final_congestion.png
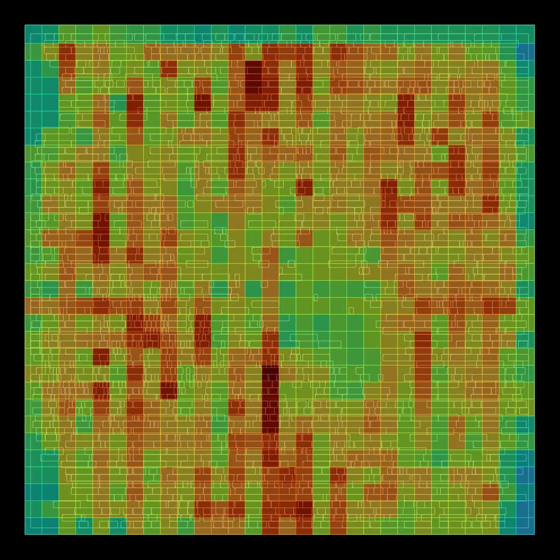
port_nets.png
Bar = 50 um.
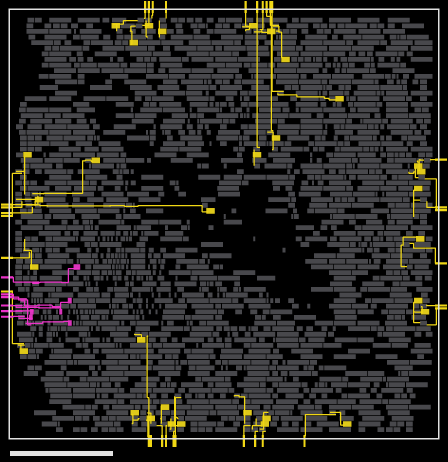
==> config.mk <==
export PLATFORM = sky130hd
export DESIGN_NAME = rom_check_seq
export DESIGN_NICKNAME = d
export VERILOG_FILES = /design/src/rtl/rom_check_seq.sv
export SDC_FILE = /design/constraint.sdc
export NUM_CORES = 1
export LEC_CHECK = 0
export CORE_MARGIN = 2
export CORE_UTILIZATION = 55
export DETAILED_ROUTE_END_ITERATION = 7
export PLACE_DENSITY = 0.82
export RECOVER_POWER = 100
export SETUP_SLACK_MARGIN = 0.15
export SYNTH_ARGS = -nofsm -noshare
export SYNTH_HDL_FRONTEND = slang
export SYNTH_SLANG_ARGS = --single-unit
==> constraint.sdc <==
create_clock -name clk_i -period 27.2 [get_ports clk_i]
set_input_delay 5.44 -clock clk_i [delete_from_list [all_inputs] [get_ports clk_i]]
set_output_delay 5.44 -clock clk_i [all_outputs]
set_load 0.03 [all_outputs]
==> src/rtl/rom_check_seq.sv <==
// Multi-region ROM integrity sequencer: streams each region's low words to
// KMAC, snoops the region's stored digest and compares it word by word.
module rom_check_seq #(
    parameter int unsigned RomDepth    = 64,
    parameter int unsigned NumRegions  = 2,
    parameter int unsigned DigestWords = 8,
    parameter bit          RecheckEn   = 1'b1
) (
    input  logic                        clk_i,
    input  logic                        rst_i,
    input  logic                        start_i,
    output logic                        rom_req_o,
    output logic [((RomDepth > 1) ? $clog2(RomDepth) : 1)-1:0] rom_addr_o,
    input  logic [31:0]                 rom_data_i,
    output logic                        rom_select_o,
    output logic                        kmac_vld_o,
    output logic [31:0]                 kmac_data_o,
    output logic                        kmac_last_o,
    input  logic                        kmac_rdy_i,
    input  logic                        kmac_done_i,
    input  logic [DigestWords*32-1:0]   kmac_digest_i,
    input  logic                        kmac_err_i,
    output logic [((NumRegions > 1) ? $clog2(NumRegions) : 1)-1:0] region_idx_o,
    output logic [NumRegions-1:0]       good_o,
    output logic                        done_o,
    output logic                        alert_o
);

    localparam int unsigned AW = (RomDepth > 1) ? $clog2(RomDepth) : 1;
    localparam int unsigned RW = (NumRegions > 1) ? $clog2(NumRegions) : 1;
    localparam int unsigned IW = (DigestWords > 1) ? $clog2(DigestWords) : 1;
    localparam int unsigned RegionDepth = RomDepth / NumRegions;
    localparam int unsigned LowWords = RegionDepth - DigestWords;

    localparam logic [AW-1:0] LowNum  = AW'(LowWords);
    localparam logic [AW-1:0] LowLast = AW'(LowWords - 1);
    localparam logic [AW-1:0] HiNum   = AW'(DigestWords);
    localparam logic [IW-1:0] IdxLast = IW'(DigestWords - 1);
    localparam logic [RW-1:0] RegLast = RW'(NumRegions - 1);

    // Pairwise Hamming distance of at least 3 between all codes.
    typedef enum logic [5:0] {
        StReadLow  = 6'b000111,
        StReadHigh = 6'b011001,
        StCompare  = 6'b101010,
        StDone     = 6'b110100,
        StInvalid  = 6'b111111
    } state_e;

    state_e state_q;

    logic [RW-1:0]         region_q;
    logic [AW-1:0]         lo_cnt_q;
    logic [AW-1:0]         hi_cnt_q;
    logic                  lo_rd_q;
    logic                  held_q;
    logic                  slot_last_q;
    logic [31:0]           buf_q;
    logic                  hi_rd_q;
    logic [IW-1:0]         hi_idx_q;
    logic                  high_done_q;
    logic                  kdone_q;
    logic [IW-1:0]         cmp_idx_q;
    logic                  mism_q;
    logic [31:0]           exp_q [DigestWords];
    logic [31:0]           dig_q [DigestWords];
    logic [NumRegions-1:0] good_q;
    logic                  done_q;
    logic                  sel_q;
    logic                  alert_q;

    logic          in_low;
    logic          in_high;
    logic          accept;
    logic          lo_req;
    logic          hi_req;
    logic          mism_c;
    logic          kmac_bad;
    logic [AW-1:0] base_c;

    assign in_low  = (state_q == StReadLow);
    assign in_high = (state_q == StReadHigh);

    // The data slot is busy while a read is in flight or a word is held.
    assign kmac_vld_o  = lo_rd_q | held_q;
    assign kmac_data_o = held_q ? buf_q : rom_data_i;
    assign kmac_last_o = kmac_vld_o & slot_last_q;
    assign accept      = kmac_vld_o & kmac_rdy_i;

    assign lo_req = ~rst_i & in_low & (lo_cnt_q != LowNum) &
                    (~kmac_vld_o | kmac_rdy_i);
    assign hi_req = ~rst_i & in_high & (hi_cnt_q != HiNum);

    assign base_c     = AW'(region_q) * AW'(RegionDepth);
    assign rom_req_o  = lo_req | hi_req;
    assign rom_addr_o = base_c + (in_low ? lo_cnt_q : LowNum + hi_cnt_q);

    assign mism_c = mism_q | (exp_q[cmp_idx_q] != dig_q[cmp_idx_q]);

    assign kmac_bad = kmac_done_i &
                      (kmac_err_i | kdone_q | in_low | (state_q == StDone));

    assign rom_select_o = sel_q;
    assign region_idx_o = region_q;
    assign good_o       = good_q;
    assign done_o       = done_q;
    assign alert_o      = alert_q;

    always_ff @(posedge clk_i) begin
        if (rst_i) begin
            state_q     <= StReadLow;
            region_q    <= '0;
            lo_cnt_q    <= '0;
            hi_cnt_q    <= '0;
            lo_rd_q     <= 1'b0;
            held_q      <= 1'b0;
            slot_last_q <= 1'b0;
            buf_q       <= '0;
            hi_rd_q     <= 1'b0;
            hi_idx_q    <= '0;
            high_done_q <= 1'b0;
            kdone_q     <= 1'b0;
            cmp_idx_q   <= '0;
            mism_q      <= 1'b0;
            good_q      <= '0;
            done_q      <= 1'b0;
            sel_q       <= 1'b1;
            alert_q     <= 1'b0;
        end else begin
            lo_rd_q  <= lo_req;
            hi_rd_q  <= hi_req;
            hi_idx_q <= IW'(hi_cnt_q);
            held_q   <= kmac_vld_o & ~kmac_rdy_i;
            if (kmac_vld_o & ~kmac_rdy_i) begin
                buf_q <= kmac_data_o;
            end
            if (lo_req) begin
                slot_last_q <= (lo_cnt_q == LowLast);
                lo_cnt_q    <= lo_cnt_q + 1'b1;
            end else if (accept) begin
                slot_last_q <= 1'b0;
            end
            if (hi_req) begin
                hi_cnt_q <= hi_cnt_q + 1'b1;
            end
            if (hi_rd_q) begin
                exp_q[hi_idx_q] <= rom_data_i;
                if (hi_idx_q == IdxLast) begin
                    high_done_q <= 1'b1;
                end
            end
            if (kmac_done_i) begin
                kdone_q <= 1'b1;
                for (int i = 0; i < DigestWords; i++) begin
                    dig_q[i] <= kmac_digest_i[32*i +: 32];
                end
            end

            case (state_q)
                StReadLow: begin
                    if (accept & slot_last_q) begin
                        state_q <= StReadHigh;
                    end
                end
                StReadHigh: begin
                    if (high_done_q & kdone_q) begin
                        state_q   <= StCompare;
                        cmp_idx_q <= '0;
                        mism_q    <= 1'b0;
                    end
                end
                StCompare: begin
                    mism_q    <= mism_c;
                    cmp_idx_q <= cmp_idx_q + 1'b1;
                    if (cmp_idx_q == IdxLast) begin
                        good_q[region_q] <= ~mism_c;
                        if (region_q == RegLast) begin
                            state_q <= StDone;
                            done_q  <= 1'b1;
                            sel_q   <= 1'b0;
                        end else begin
                            state_q     <= StReadLow;
                            region_q    <= region_q + 1'b1;
                            kdone_q     <= 1'b0;
                            high_done_q <= 1'b0;
                            lo_cnt_q    <= '0;
                            hi_cnt_q    <= '0;
                            cmp_idx_q   <= '0;
                            mism_q      <= 1'b0;
                        end
                    end
                end
                StDone: begin
                    if (start_i && RecheckEn) begin
                        state_q     <= StReadLow;
                        region_q    <= '0;
                        good_q      <= '0;
                        done_q      <= 1'b0;
                        sel_q       <= 1'b1;
                        kdone_q     <= 1'b0;
                        high_done_q <= 1'b0;
                        lo_cnt_q    <= '0;
                        hi_cnt_q    <= '0;
                        cmp_idx_q   <= '0;
                        mism_q      <= 1'b0;
                    end
                end
                StInvalid: begin
                end
                default: begin
                    state_q <= StInvalid;
                    alert_q <= 1'b1;
                end
            endcase

            if (kmac_bad) begin
                state_q <= StInvalid;
                alert_q <= 1'b1;
                done_q  <= 1'b0;
            end
        end
    end

endmodule

==> deck_impl_summary.md <==
Physical Implementation Snapshot

Finish
  • Fraction of standard cell area in multi-input logic: 19.8%
  • Final core utilization: a little over two thirds
  • N_diodes: 20
  • Final instance area: 28600 um2
  • Final instance count without filler cells: 2280
  • Largest cell class: registers
  • Sequential cell count: approximately 580
  • Count of nets after finishing: ~2000
  • Register area: 16800 um2
  • Multi-input gates: between 600 and 700
  • Number of clock-tree buffers in the layout: slightly above 80
  • Layout filler cell count: 2591
  • Non-clock buffering overhead: approximately an eighth
  • Portion of the layout cell area used by clock cells: 6.34%
  • Count of plain and timing-repair buffers in the layout: 364
  • Logic area: 5660 um2
  • Ratio of cells with drive above 1 in the final layout: 10.8%
  • Nonclk inv count: 21

Yosys
  • Cell count after synthesis: around 1300
  • Complex Gates by Area: 4.68%
  • Register bit count reported by yosys: between 500 and 600
  • Mapped Avg Cell Area: ~18 um2
  • Area fraction in xor and xnor cells: 7.03%
  • Multiplexer area fraction after synthesis: 8.31%
  • Yosys cell types: approximately 66
  • Top non-seq family: multiplexers
  • Fraction of the mapped netlist area in simple logic gates: under 10%
  • Area share of fa/ha/maj cells after synthesis: 0.439%
  • Share of async-settable or async-resettable flops after synthesis: 0%
  • # Cells Yosys: 1302
  • Syn. warnings: 0
  • Top flip-flop cell by instance count after synthesis: sky130_fd_sc_hd__edfxtp_1
  • Nets in the synthesized netlist: between 1500 and 2000
  • Chip area line of the yosys report: 22800 um2
  • Post-synthesis sequential area ratio: 73.8%
  • Syn Std Cell Area: 22800 um2
  • Flip-flops with a built-in enable: 512

Worst setup path
  • Worst setup path class: input port to output pin
  • Startpoint of the lowest-slack register-to-register path: held_q$_SDFF_PP0_
  • Worst reg2reg path endpoint: lo_cnt_q[5]$_SDFF_PP0_
  • Worst R2R Setup Slack: 21.71 ns
  • Beginning of the critical path: rst_i
  • Reg2Reg Depth: 10
  • Data arrival at the endpoint of the critical path: 10.10 ns
  • Crit path launch type: input port
  • Maximum net fanout on the critical path: 33
  • Type of element capturing the critical path: output pin
  • Endpoint of the worst setup timing path: rom_req_o

Clock tree
  • TritonCTS sink count: 584
  • Post-CTS setup buffer count: 0
  • Clock tree from TritonCTS: done
  • Maximum clock path buffer count: 3
  • Clock transition at the registers of the reported paths: 0.06 ns
  • TritonCTS buffer count: 57
  • Post-CTS Resized: 0
  • Deepest level of the CTS H-tree: 2
  • Root buffer selected by CTS: sky130_fd_sc_hd__clkbuf_16

Power and ir drop
  • Total power divided by cell area: 65.9 nW/um2
  • Power consumption: 0.00188 W
  • Worst-case vdd ir drop: 0.0555 mV
  • P_leak: between 9 and 10 nW

Global routing
  • Remaining global-route overflow: 0
  • Antenna violations before repair: 15
  • Global Route met1 Usage: 34.6%
  • Pin count of the biggest net entering global routing: 89
  • GR Util All Layers: 26.1%
  • First-pass GRT wire length: slightly above 80 mm
  • Number of global-route vias before repair: 13575

Placed design
  • Post-place setup slack: 13.74 ns
  • Gp weighted congestion: 0.851
  • Total cell area at the placement stage: 26900 um2
  • DPL Wire Length: 36.2 mm
  • Port Buffer Count: 340

Timing
  • Min setup slack post-route: approximately 12 ns
  • Actual transition at the worst max-transition pin: around 4.7 ns
  • Unrepaired setup endpoints after global routing: no
  • Final Max-Slew Violation Tally: 536
  • Crit share post-route: a little under three fifths
  • Setup TNS after final layout: 0 ns
  • Relative slew slack: -216%
  • Worst hold margin: 0.473 ns
  • Setup Viol. Count Final: 0
  • Final count of hold timing violations: 0

Worst hold path
  • End point of the worst hold path: done_o$_SDFFE_PP0P_
  • Cell count of the worst hold path: 2
  • Hold Path Class: flop to flop
  • Min-Delay Startpoint: done_o$_SDFFE_PP0P_

Status
  • Violated checks: capacitance limit, slew limit
  • Status: complete, but fails checks

Drt
  • Average vias per placed instance: 5.74
  • Final routed wirelength across all metal layers: about 56 mm
  • Drt first pass iters: 5
  • Mean routed wirelength per cell: 24.7 um
  • Vias: 13082
  • Total DRC errors in the routed layout: 0

Floorplanning
  • I/O pin count: 341
  • Chip Height: roughly 210 um
  • Die area: 43100 um2
  • Area of the placeable core: 40800 um2
  • Width of the die: 208 um
  • Initial core utilization: 55.8%
  • Tap cells: 532
  • Number of standard-cell rows in the floorplan: 74

Flow run
  • Tool warnings: 29
  • Number of violations of the max-capacitance limit: 16
Back to the opening pictures, final_congestion.png:
gr busiest metal: met2
fraction of met3 tracks used by global routing: 5.01%
M2 GR Usage: 43.4%

Back to the opening pictures, port_nets.png:
| port | color | bits | direction | edge | end cells | buffers | wire |
|---|---|---|---|---|---|---|---|
| `kmac_data_o` | yellow | 32 | output | 10 bottom, 10 top, 6 left, 6 right | 32 | 32 | 1080 um |
| `rom_addr_o` | magenta | 6 | output | left | 6 | 6 | 186 um |

placed cells by master (no fill, tap or decap), drive strengths merged, types with 18 or more instances in the layout:
master / Yosys / layout
clkbuf: 16 / 101
edfxtp: 512 / 512
nor3: 18 / 18
xnor2: 75 / 75
a21oi: 22 / 22
diode: 0 / 20
inv: 21 / 22
mux2: 36 / 36
nor2: 58 / 58
mux4: 51 / 51
clkinv: 0 / 21
xor2: 108 / 108
dfxtp: 72 / 72
mux2i: 34 / 34
nand2: 38 / 38
dlygate4sd3: 0 / 336
o22ai: 20 / 20
a22o: 33 / 33
flip-flops by register name, summed over array words and instances (netlist names), named ones only:
| signal | cells |
|---|---|
| state_q | 6 |
| cmp_idx_q | 3 |
| held_q | 1 |
| lo_rd_q | 1 |
| region_idx_o | 1 |
| alert_o | 1 |
| good_o | 2 |
| hi_cnt_q | 6 |
| hi_rd_q | 1 |
| high_done_q | 1 |
| lo_cnt_q | 6 |
| dig_q | 256 |
| kdone_q | 1 |
| done_o | 1 |
| slot_last_q | 1 |
| rom_select_o | 1 |
| hi_idx_q | 3 |
| buf_q | 32 |
| exp_q | 256 |
| mism_q | 1 |
synth_stat cells (15+ instances only):
| library cell | number | area share, % |
|---|---|---|
| sky130_fd_sc_hd__o21ai_0 | 15 | 0.33 |
| sky130_fd_sc_hd__a21oi_1 | 22 | 0.48 |
| sky130_fd_sc_hd__xnor2_1 | 75 | 2.9 |
| sky130_fd_sc_hd__nor3_1 | 18 | 0.40 |
| sky130_fd_sc_hd__mux2i_1 | 34 | 1.5 |
| sky130_fd_sc_hd__clkbuf_1 | 16 | 0.26 |
| sky130_fd_sc_hd__buf_2 | 15 | 0.33 |
| sky130_fd_sc_hd__o22ai_1 | 20 | 0.55 |
| sky130_fd_sc_hd__nor2_1 | 58 | 0.95 |
| sky130_fd_sc_hd__xor2_1 | 108 | 4.1 |
| sky130_fd_sc_hd__inv_1 | 20 | 0.33 |
| sky130_fd_sc_hd__mux4_2 | 51 | 5.0 |
| sky130_fd_sc_hd__dfxtp_1 | 72 | 6.3 |
| sky130_fd_sc_hd__edfxtp_1 | 512 | 67 |
| sky130_fd_sc_hd__mux2_2 | 36 | 1.8 |
| sky130_fd_sc_hd__nand2_1 | 38 | 0.63 |
| sky130_fd_sc_hd__a22o_1 | 33 | 1.3 |
layer usage:
metal / share of wire [%] / up-vias
met4: 2.8 / 2
met1: 40 / 6584
met3: 7.2 / 104
met5: 0.023 / -
li1: - / 5830
met2: 50 / 562
worst max-delay path: stages:
cell and delay [ns]:
sky130_fd_sc_hd__dlygate4sd3_1 0.54, sky130_fd_sc_hd__clkbuf_1 0.52, sky130_fd_sc_hd__a21oi_4 0.29, sky130_fd_sc_hd__clkbuf_1 1.82
sky130_fd_sc_hd__and3_1 0.56, sky130_fd_sc_hd__or2_2 0.18, sky130_fd_sc_hd__dlygate4sd3_1 0.74
power breakdown:
| part | total, W | switching, W | internal (W) |
|---|---|---|---|
| registers | 0.00102 | 0.0000119 | 0.00101 |
| logic | 0.000104 | 0.0000504 | 0.0000540 |
| clock network | 0.000761 | 0.000324 | 0.000437 |
| total | 0.00188 | 0.000386 | 0.00150 |
Power is estimated from default activity; no workload was simulated.
